--- config.mk ---
export PLATFORM = sky130hd
export DESIGN_NAME = flag_context_stack_flat
export DESIGN_NICKNAME = d
export VERILOG_FILES = /design/src/rtl/flag_context_stack_pkg.sv /design/src/rtl/flag_context_stack_if.sv /design/src/rtl/flag_context_stack_lifo_mem.sv /design/src/rtl/flag_context_stack.sv /design/src/flat_wrapper.sv
export SDC_FILE = /design/constraint.sdc
export NUM_CORES = 1
export LEC_CHECK = 0
export CAP_MARGIN = 20
export CORE_MARGIN = 2
export CORE_UTILIZATION = 50
export DETAILED_ROUTE_END_ITERATION = 10
export PLACE_DENSITY = 0.72
export SYNTH_ARGS = -nofsm -noshare
export SYNTH_HDL_FRONTEND = slang
export SYNTH_SLANG_ARGS = --single-unit
--- constraint.sdc ---
create_clock -name clock -period 2.5 [get_ports clock]
set_clock_uncertainty 0.05 [all_clocks]
set_input_delay 0.25 -clock clock [delete_from_list [all_inputs] [get_ports clock]]
set_output_delay 0.25 -clock clock [all_outputs]
set_load 0.005 [all_outputs]
--- src/rtl/flag_context_stack_pkg.sv ---
// Shared control-unit definitions for the flag context stack: flag word layout
// and the restore FSM state encoding.
package flag_context_stack_pkg;

    localparam int FLAG_W = 5;

    localparam int FLAG_N = 4;
    localparam int FLAG_Z = 3;
    localparam int FLAG_C = 2;
    localparam int FLAG_V = 1;
    localparam int FLAG_M = 0;

    typedef enum logic {
        IDLE    = 1'b0,
        RESTORE = 1'b1
    } state_t;

endpackage

--- src/rtl/flag_context_stack_if.sv ---
// Save/restore handshake between the control-unit sequencer (master) and the
// flag context stack (slave).
interface flag_context_stack_if
    import flag_context_stack_pkg::*;
#(
    parameter int FLAG_W = flag_context_stack_pkg::FLAG_W
);

    logic [FLAG_W-1:0] flags_in;
    logic              push_req;
    logic              pop_req;
    logic              restore_valid;
    logic [FLAG_W-1:0] restore_flags;
    logic              restore_ack;

    modport master (
        output flags_in,
        output push_req,
        output pop_req,
        output restore_ack,
        input  restore_valid,
        input  restore_flags
    );

    modport slave (
        input  flags_in,
        input  push_req,
        input  pop_req,
        input  restore_ack,
        output restore_valid,
        output restore_flags
    );

endinterface

--- src/rtl/flag_context_stack_lifo_mem.sv ---
// Storage array for saved flag contexts: one synchronous write port and one
// asynchronous read port; contents are never reset.
module flag_lifo_mem
    import flag_context_stack_pkg::*;
#(
    parameter int DEPTH  = 8,
    parameter int FLAG_W = flag_context_stack_pkg::FLAG_W,
    parameter int AW     = $clog2(DEPTH)
) (
    input  logic              clock,
    input  logic              we,
    input  logic [AW-1:0]     wr_addr,
    input  logic [FLAG_W-1:0] wr_data,
    input  logic [AW-1:0]     rd_addr,
    output logic [FLAG_W-1:0] rd_data
);

    logic [FLAG_W-1:0] mem_q [DEPTH];

    always_ff @(posedge clock) begin
        if (we) begin
            mem_q[wr_addr] <= wr_data;
        end
    end

    assign rd_data = mem_q[rd_addr];

endmodule

--- src/rtl/flag_context_stack.sv ---
// LIFO save/restore of the processor flag word with a valid/ack restore path.
// Define FLAG_STACK_STATS_EN to add the high_water depth statistic output.
module flag_context_stack
    import flag_context_stack_pkg::*;
#(
    parameter int DEPTH  = 8,
    parameter int FLAG_W = flag_context_stack_pkg::FLAG_W,
    parameter int DW     = $clog2(DEPTH + 1)
) (
    input  logic                 clock,
    input  logic                 reset,
    flag_context_stack_if.slave  bus,
    output logic [DW-1:0]        depth,
    output logic                 full,
    output logic                 empty,
    output logic                 busy,
    output logic                 overflow_err,
`ifdef FLAG_STACK_STATS_EN
    output logic [DW-1:0]        high_water,
`endif
    output logic                 underflow_err
);

    localparam int AW = $clog2(DEPTH);

    state_t            state_q, state_d;
    logic [DW-1:0]     depth_q, depth_d;
    logic              restore_valid_q, restore_valid_d;
    logic [FLAG_W-1:0] restore_flags_q, restore_flags_d;
    logic              overflow_err_q, overflow_err_d;
    logic              underflow_err_q, underflow_err_d;
`ifdef FLAG_STACK_STATS_EN
    logic [DW-1:0]     high_water_q, high_water_d;
`endif

    logic              is_full, is_empty;
    logic              mem_we;
    logic [AW-1:0]     rd_addr;
    logic [FLAG_W-1:0] rd_data;

    assign is_full  = (depth_q == DW'(DEPTH));
    assign is_empty = (depth_q == '0);
    assign rd_addr  = AW'(depth_q - DW'(1));

    flag_lifo_mem #(
        .DEPTH  (DEPTH),
        .FLAG_W (FLAG_W),
        .AW     (AW)
    ) u_mem (
        .clock   (clock),
        .we      (mem_we),
        .wr_addr (depth_q[AW-1:0]),
        .wr_data (bus.flags_in),
        .rd_addr (rd_addr),
        .rd_data (rd_data)
    );

    always_ff @(posedge clock) begin
        if (reset) begin
            state_q         <= IDLE;
            depth_q         <= '0;
            restore_valid_q <= 1'b0;
            restore_flags_q <= '0;
            overflow_err_q  <= 1'b0;
            underflow_err_q <= 1'b0;
`ifdef FLAG_STACK_STATS_EN
            high_water_q    <= '0;
`endif
        end else begin
            state_q         <= state_d;
            depth_q         <= depth_d;
            restore_valid_q <= restore_valid_d;
            restore_flags_q <= restore_flags_d;
            overflow_err_q  <= overflow_err_d;
            underflow_err_q <= underflow_err_d;
`ifdef FLAG_STACK_STATS_EN
            high_water_q    <= high_water_d;
`endif
        end
    end

    // A pop only leaves IDLE when there is something to hand back; a push+pop
    // pair always does, since the live flags are forwarded directly.
    always_comb begin
        state_d = state_q;
        case (state_q)
            IDLE: begin
                if (bus.pop_req && (bus.push_req || !is_empty)) begin
                    state_d = RESTORE;
                end
            end
            RESTORE: begin
                if (bus.restore_ack) begin
                    state_d = IDLE;
                end
            end
            default: state_d = IDLE;
        endcase
    end

    always_comb begin
        depth_d         = depth_q;
        restore_valid_d = restore_valid_q;
        restore_flags_d = restore_flags_q;
        overflow_err_d  = overflow_err_q;
        underflow_err_d = underflow_err_q;
        mem_we          = 1'b0;
        if (state_q == IDLE) begin
            if (bus.push_req && bus.pop_req) begin
                restore_flags_d = bus.flags_in;
                restore_valid_d = 1'b1;
            end else if (bus.push_req) begin
                if (is_full) begin
                    overflow_err_d = 1'b1;
                end else begin
                    mem_we  = 1'b1;
                    depth_d = depth_q + DW'(1);
                end
            end else if (bus.pop_req) begin
                if (is_empty) begin
                    underflow_err_d = 1'b1;
                end else begin
                    restore_flags_d = rd_data;
                    restore_valid_d = 1'b1;
                    depth_d         = depth_q - DW'(1);
                end
            end
        end else if (bus.restore_ack) begin
            restore_valid_d = 1'b0;
        end
    end

`ifdef FLAG_STACK_STATS_EN
    // Depth only grows through pushes, so tracking the next depth is enough.
    always_comb begin
        high_water_d = high_water_q;
        if (depth_d > high_water_q) begin
            high_water_d = depth_d;
        end
    end

    assign high_water = high_water_q;
`endif

    always_comb begin
        busy  = (state_q == RESTORE);
        full  = is_full;
        empty = is_empty;
    end

    assign depth             = depth_q;
    assign overflow_err      = overflow_err_q;
    assign underflow_err     = underflow_err_q;
    assign bus.restore_valid = restore_valid_q;
    assign bus.restore_flags = restore_flags_q;

endmodule

--- src/flat_wrapper.sv ---
// flat-port wrapper written by rule: the top's interface ports become plain ports
module flag_context_stack_flat import flag_context_stack_pkg::*;
#(
    parameter int DEPTH  = 8,
    parameter int FLAG_W = flag_context_stack_pkg::FLAG_W,
    parameter int DW     = $clog2(DEPTH + 1)
)
  (clock, reset, depth, full, empty, busy, overflow_err, underflow_err, bus_flags_in, bus_push_req, bus_pop_req, bus_restore_ack, bus_restore_valid, bus_restore_flags);
  flag_context_stack_if #(.FLAG_W(FLAG_W)) bus_i ();
  input  logic clock;
  input  logic reset;
  output logic [DW-1:0] depth;
  output logic full;
  output logic empty;
  output logic busy;
  output logic overflow_err;
  output logic underflow_err;
  input wire logic [$bits(bus_i.flags_in)-1:0] bus_flags_in;
  input wire logic [$bits(bus_i.push_req)-1:0] bus_push_req;
  input wire logic [$bits(bus_i.pop_req)-1:0] bus_pop_req;
  input wire logic [$bits(bus_i.restore_ack)-1:0] bus_restore_ack;
  output wire logic [$bits(bus_i.restore_valid)-1:0] bus_restore_valid;
  output wire logic [$bits(bus_i.restore_flags)-1:0] bus_restore_flags;
  assign bus_i.flags_in = bus_flags_in;
  assign bus_i.push_req = bus_push_req;
  assign bus_i.pop_req = bus_pop_req;
  assign bus_i.restore_ack = bus_restore_ack;
  assign bus_restore_valid = bus_i.restore_valid;
  assign bus_restore_flags = bus_i.restore_flags;
  flag_context_stack #(.DEPTH(DEPTH), .FLAG_W(FLAG_W), .DW(DW)) u_core (.clock(clock), .reset(reset), .bus(bus_i), .depth(depth), .full(full), .empty(empty), .busy(busy), .overflow_err(overflow_err), .underflow_err(underflow_err));
endmodule
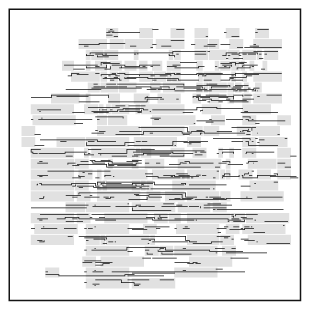
(run_1/met1.png)
Scale: 4 px per micron. Cells faint in the background.
nets with wire on the layer = 192
longest straight run = 35.4 microns
main direction = horizontal
wire length on this layer = 2010 microns
Total Wirelength: 4500 microns
met1 GRT Util: 25.19%
vias after detailed routing: 1386

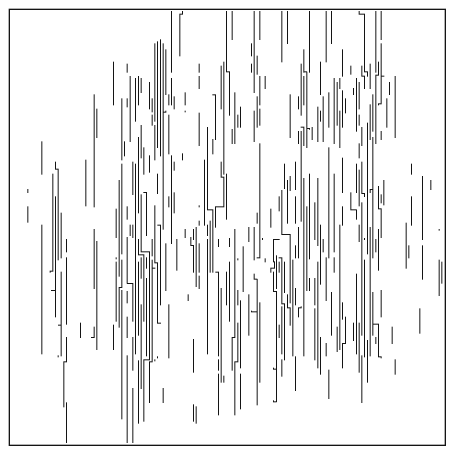
(run_1/met2.png)
Scale: 6 px per micron.
share of all routed wire = 49%
main direction = vertical

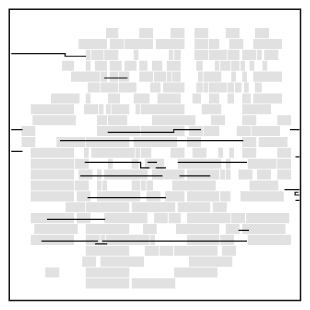
(run_1/met3.png)
Scale: 4 px per micron. Cells faint in the background.
nets with wire on the layer = 19
share of all routed wire = 5.8%
wire length on this layer = 263 microns
longest straight run = 45.5 microns
GR Util met3: 4.167%

==> notes.md, run 1 <==
run results: main area contributors edfxtp_1, dfxtp_1, mux2i_1, Setup CP Type reg -> reg, ys flops 53, GPL Wtd Cong 0.8327, type of origin of the critical path flop, Power Dens Cells 957.1 mW/mm^2, GRT overflow 0, max_cap viols 0, core area 0.004444 sq mm, Net Sw Frac 31.46%, clk cell area share 3.563%, first-pass GRT wire length 6906 microns, Ys Warns 0, Hold Violations, Final 0, vias per cell 5.634, Die W just over 70 microns, Floorplan Utilization between 50% and 60%, beginning of the worst register-to-register path u_core.depth[0], reg2reg setup slack 0.18 ns, FF-to-FF path depth 6, Largest Pwr Group registers, CP top delay family simple AND/OR/NAND/NOR gates, Post-synth seq share between 60% and 70%, Async SR Flop Fraction 0%, Commonest Layout Cell edfxtp_1, post-route insts no fill 246, FA/HA/MAJ Cells, Area Fraction 2.672%, Critical path origin u_core.depth[0], DRC viols 0, bufs w/o clock 31, most frequent cells in the layout edfxtp_1, clkdlybuf4s50_1, nor2_1, Worst Path Required 2.42 ns, met2 Track Usage GR around 30%, met3 wire length between 200 and 300 microns, wl on met1 2012 microns, clock tree buffer depth 2, FF+latch area 0.001461 sq mm, CP Depth 6, combinational share of power 38.9%, port bufs 24, Seq. pwr 0.00110 W, H-tree depth 2, FP Rows 24, Post-synth EDFFs 40, Max VDD drop between 0.6 and 0.7 mV, max-slew violations 0, CP peak stage delay roughly 0.45 ns, largest net degree at the start of global routing 21, max reg flops 40, NetSw between 0.0008 and 0.0009 W, DR pass1 iterations 4, CP arrival 2.24 ns, hold endpoint u_core.bus.restore_valid, WP buf/inv 1, Mean Syn Cell Area 14.45 sq um, Synth cell types 35, Main logic family multiplexers, Commonest flop edfxtp_1, leak pwr 0.9572 nW, clk_buf instances 5, Internal 0.001797 W, # resized after CTS 0, worst path cell trace inv_2 > ha_1 > and3b_1 > nor4_2 > nand2_1 > nor2_1, status finished, final reports clean, hold depth 2, unrepaired setup endpoints after global routing no, Yosys Instances roughly 160, Yosys top cell by area edfxtp_1, num tapcells 52, CTS Hold Bufs 0, Clock Power Share 19.4%, clock sinks 53, min Tclk post-route 2.318 ns, Seq pwr share 41.8%, DP Wirelength between 3000 and 4000 microns, Max FO, Critical Path 9, Filler Cells Inserted 359, vias in the first global route approximately 1400, Inverters, non-clock 5, Nets 208, Crit Reg-Reg Endpoint u_core.u_mem.mem_q[2][1]
run 1: per-stage QoR:
step                utilization (%)  total power, W  setup WS, ns  hold slack [ns]  instance area, sq um
floorplan                         -        0.001861        0.3354           0.2989                  2341
global placement              59.43        0.002121        0.1321           0.4008                  2641
detailed placement            59.43        0.002143       0.06182           0.4117                  2641
CTS                           61.63        0.002642        0.1878           0.4285                  2739
global route                  61.63        0.002762       0.03778           0.4570                  2739
finish                        61.63        0.002621        0.1824           0.4184                  2739
run 1: synthesized netlist by cell type (all sizes together) (2+ instances only):
cell type	instances
nor4	3
nand2b	3
mux4	5
o21ai	3
nand2	6
inv	4
nor3	3
a221o	5
a21oi	4
edfxtp	40
xnor2	2
xor2	4
ha	5
nor2	22
mux2i	21
buf	5
clkbuf	2
dfxtp	13
==> run 1 -> run 2 <==
- MAX_ROUTING_LAYER: not set -> met4
==> notes.md, run 2 <==
run results: wl on met1 around 2000 microns, DR pass1 iterations 4, Seq pwr share 41.9%, Hold Violations, Final 0, FF-to-FF path depth 6, Gate Area about 800 sq um, Max VDD drop 0.6224 mV, Nets 208, Floorplan Utilization 52.67%, most numerous cell in the Yosys netlist edfxtp_1, vias after detailed routing between 1000 and 1500, Main logic family multiplexers, min Tclk post-route 2.304 ns, Final Cell Area approximately 0.0027 sq mm, leak pwr 0.9572 nW, Final Util 61.63%, CTS Hold Bufs 0, clk cell area share 3.563%, Yosys Instances 162, Post-synth seq share 62.43%, NetSw 0.0008191 W, Die W 72.43 microns, unrepaired setup endpoints after global routing no, hold depth 2, CP arrival approximately 2.2 ns, type of origin of the critical path flop, # resized after CTS 0, Total Wirelength 4500 microns, Setup CP Type reg -> reg, DRC viols 0, clock tree buffer depth 2, Commonest flop edfxtp_1, num tapcells 52, vias per cell 5.549, Inverters, non-clock 5, CP top delay family simple AND/OR/NAND/NOR gates, hold endpoint u_core.bus.restore_valid, core area 0.004444 sq mm, Largest Pwr Group registers, largest net degree at the start of global routing 21, WP buf/inv 1, Net Sw Frac 31.31%, max-slew violations 0, Commonest Layout Cell edfxtp_1, DP Wirelength 3357 microns, reg2reg setup slack 0.20 ns, Max FO, Critical Path 9, Hold Crit Class reg -> reg, Async SR Flop Fraction 0%, max_cap viols 0, Filler Cells Inserted 359, mux share 14.27%, Mean Syn Cell Area around 14 sq um, max reg flops 40, GPL Wtd Cong 0.8455, first-pass GRT wire length 6913 microns, yosys xor share 2.565%, ys flops 53, post-route insts no fill 246, setup ws final slightly below 0.2 ns, worst path cell trace inv_2 > ha_1 > and3b_1 > nor4_2 > nand2_1 > nor2_1, most frequent cells in the layout edfxtp_1, clkdlybuf4s50_1, nor2_1, Clock Power Share 19.3%, bufs w/o clock 31, beginning of the worst register-to-register path u_core.depth[0], Worst Path Required ~2.4 ns, Post-synth EDFFs 40, combinational share of power 38.9%, Internal 0.001797 W, FP Rows 24, Seq. pwr 0.00109 W, FF+latch area 0.001461 sq mm, met3 wire length 262 microns, clock sinks ~53, Area after DPL between 0.002 and 0.003 sq mm, Seq area share 53.36%, CP peak stage delay 0.45 ns, hold slack 0.4182 ns, Ys Warns 0, main area contributors edfxtp_1, dfxtp_1, mux2i_1, Yosys top cell by area edfxtp_1, GRT overflow 0, clk_buf instances 5, Commonest cells post-synth edfxtp_1, nor2_1, mux2i_1, Crit Reg-Reg Endpoint u_core.u_mem.mem_q[2][1], FA/HA/MAJ Cells, Area Fraction 2.672%, status finished, final reports clean, vias in the first global route 1382, Tot Pwr 0.002616 W, H-tree depth 2
[run 2: worst max-delay path by stage]
stage / to / slack [ns] / cells past startpoint / startpoint
after global routing: u_core.u_mem.mem_q[0][3] / 0.04 / 7 / u_core.depth[0]
after detailed placement: u_core.u_mem.mem_q[6][0] / 0.06 / 5 / bus_pop_req
after CTS: u_core.u_mem.mem_q[2][1] / 0.19 / 6 / u_core.depth[0]
after floorplan: u_core.u_mem.mem_q[1][0] / 0.34 / 6 / u_core.depth[0]
final: u_core.u_mem.mem_q[2][1] / 0.20 / 6 / u_core.depth[0]
after global placement: u_core.u_mem.mem_q[0][0] / 0.13 / 6 / bus_pop_req
[run 2: routing by layer]
layer  vias up  global-route usage [%]
met2        36                   29.77
met4         0                   4.321
met3         2                   4.167
met5         -                       -
met1       660                   25.00
li1        667                       -
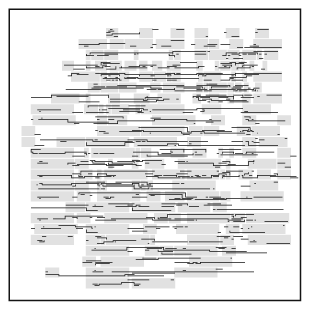
(run_2/met1.png)
Scale: 4 px per micron. Cells faint in the background.
share of all routed wire = 45%
main direction = horizontal
wire length on this layer = 2000 microns

Power is estimated from default activity; no workload was simulated.
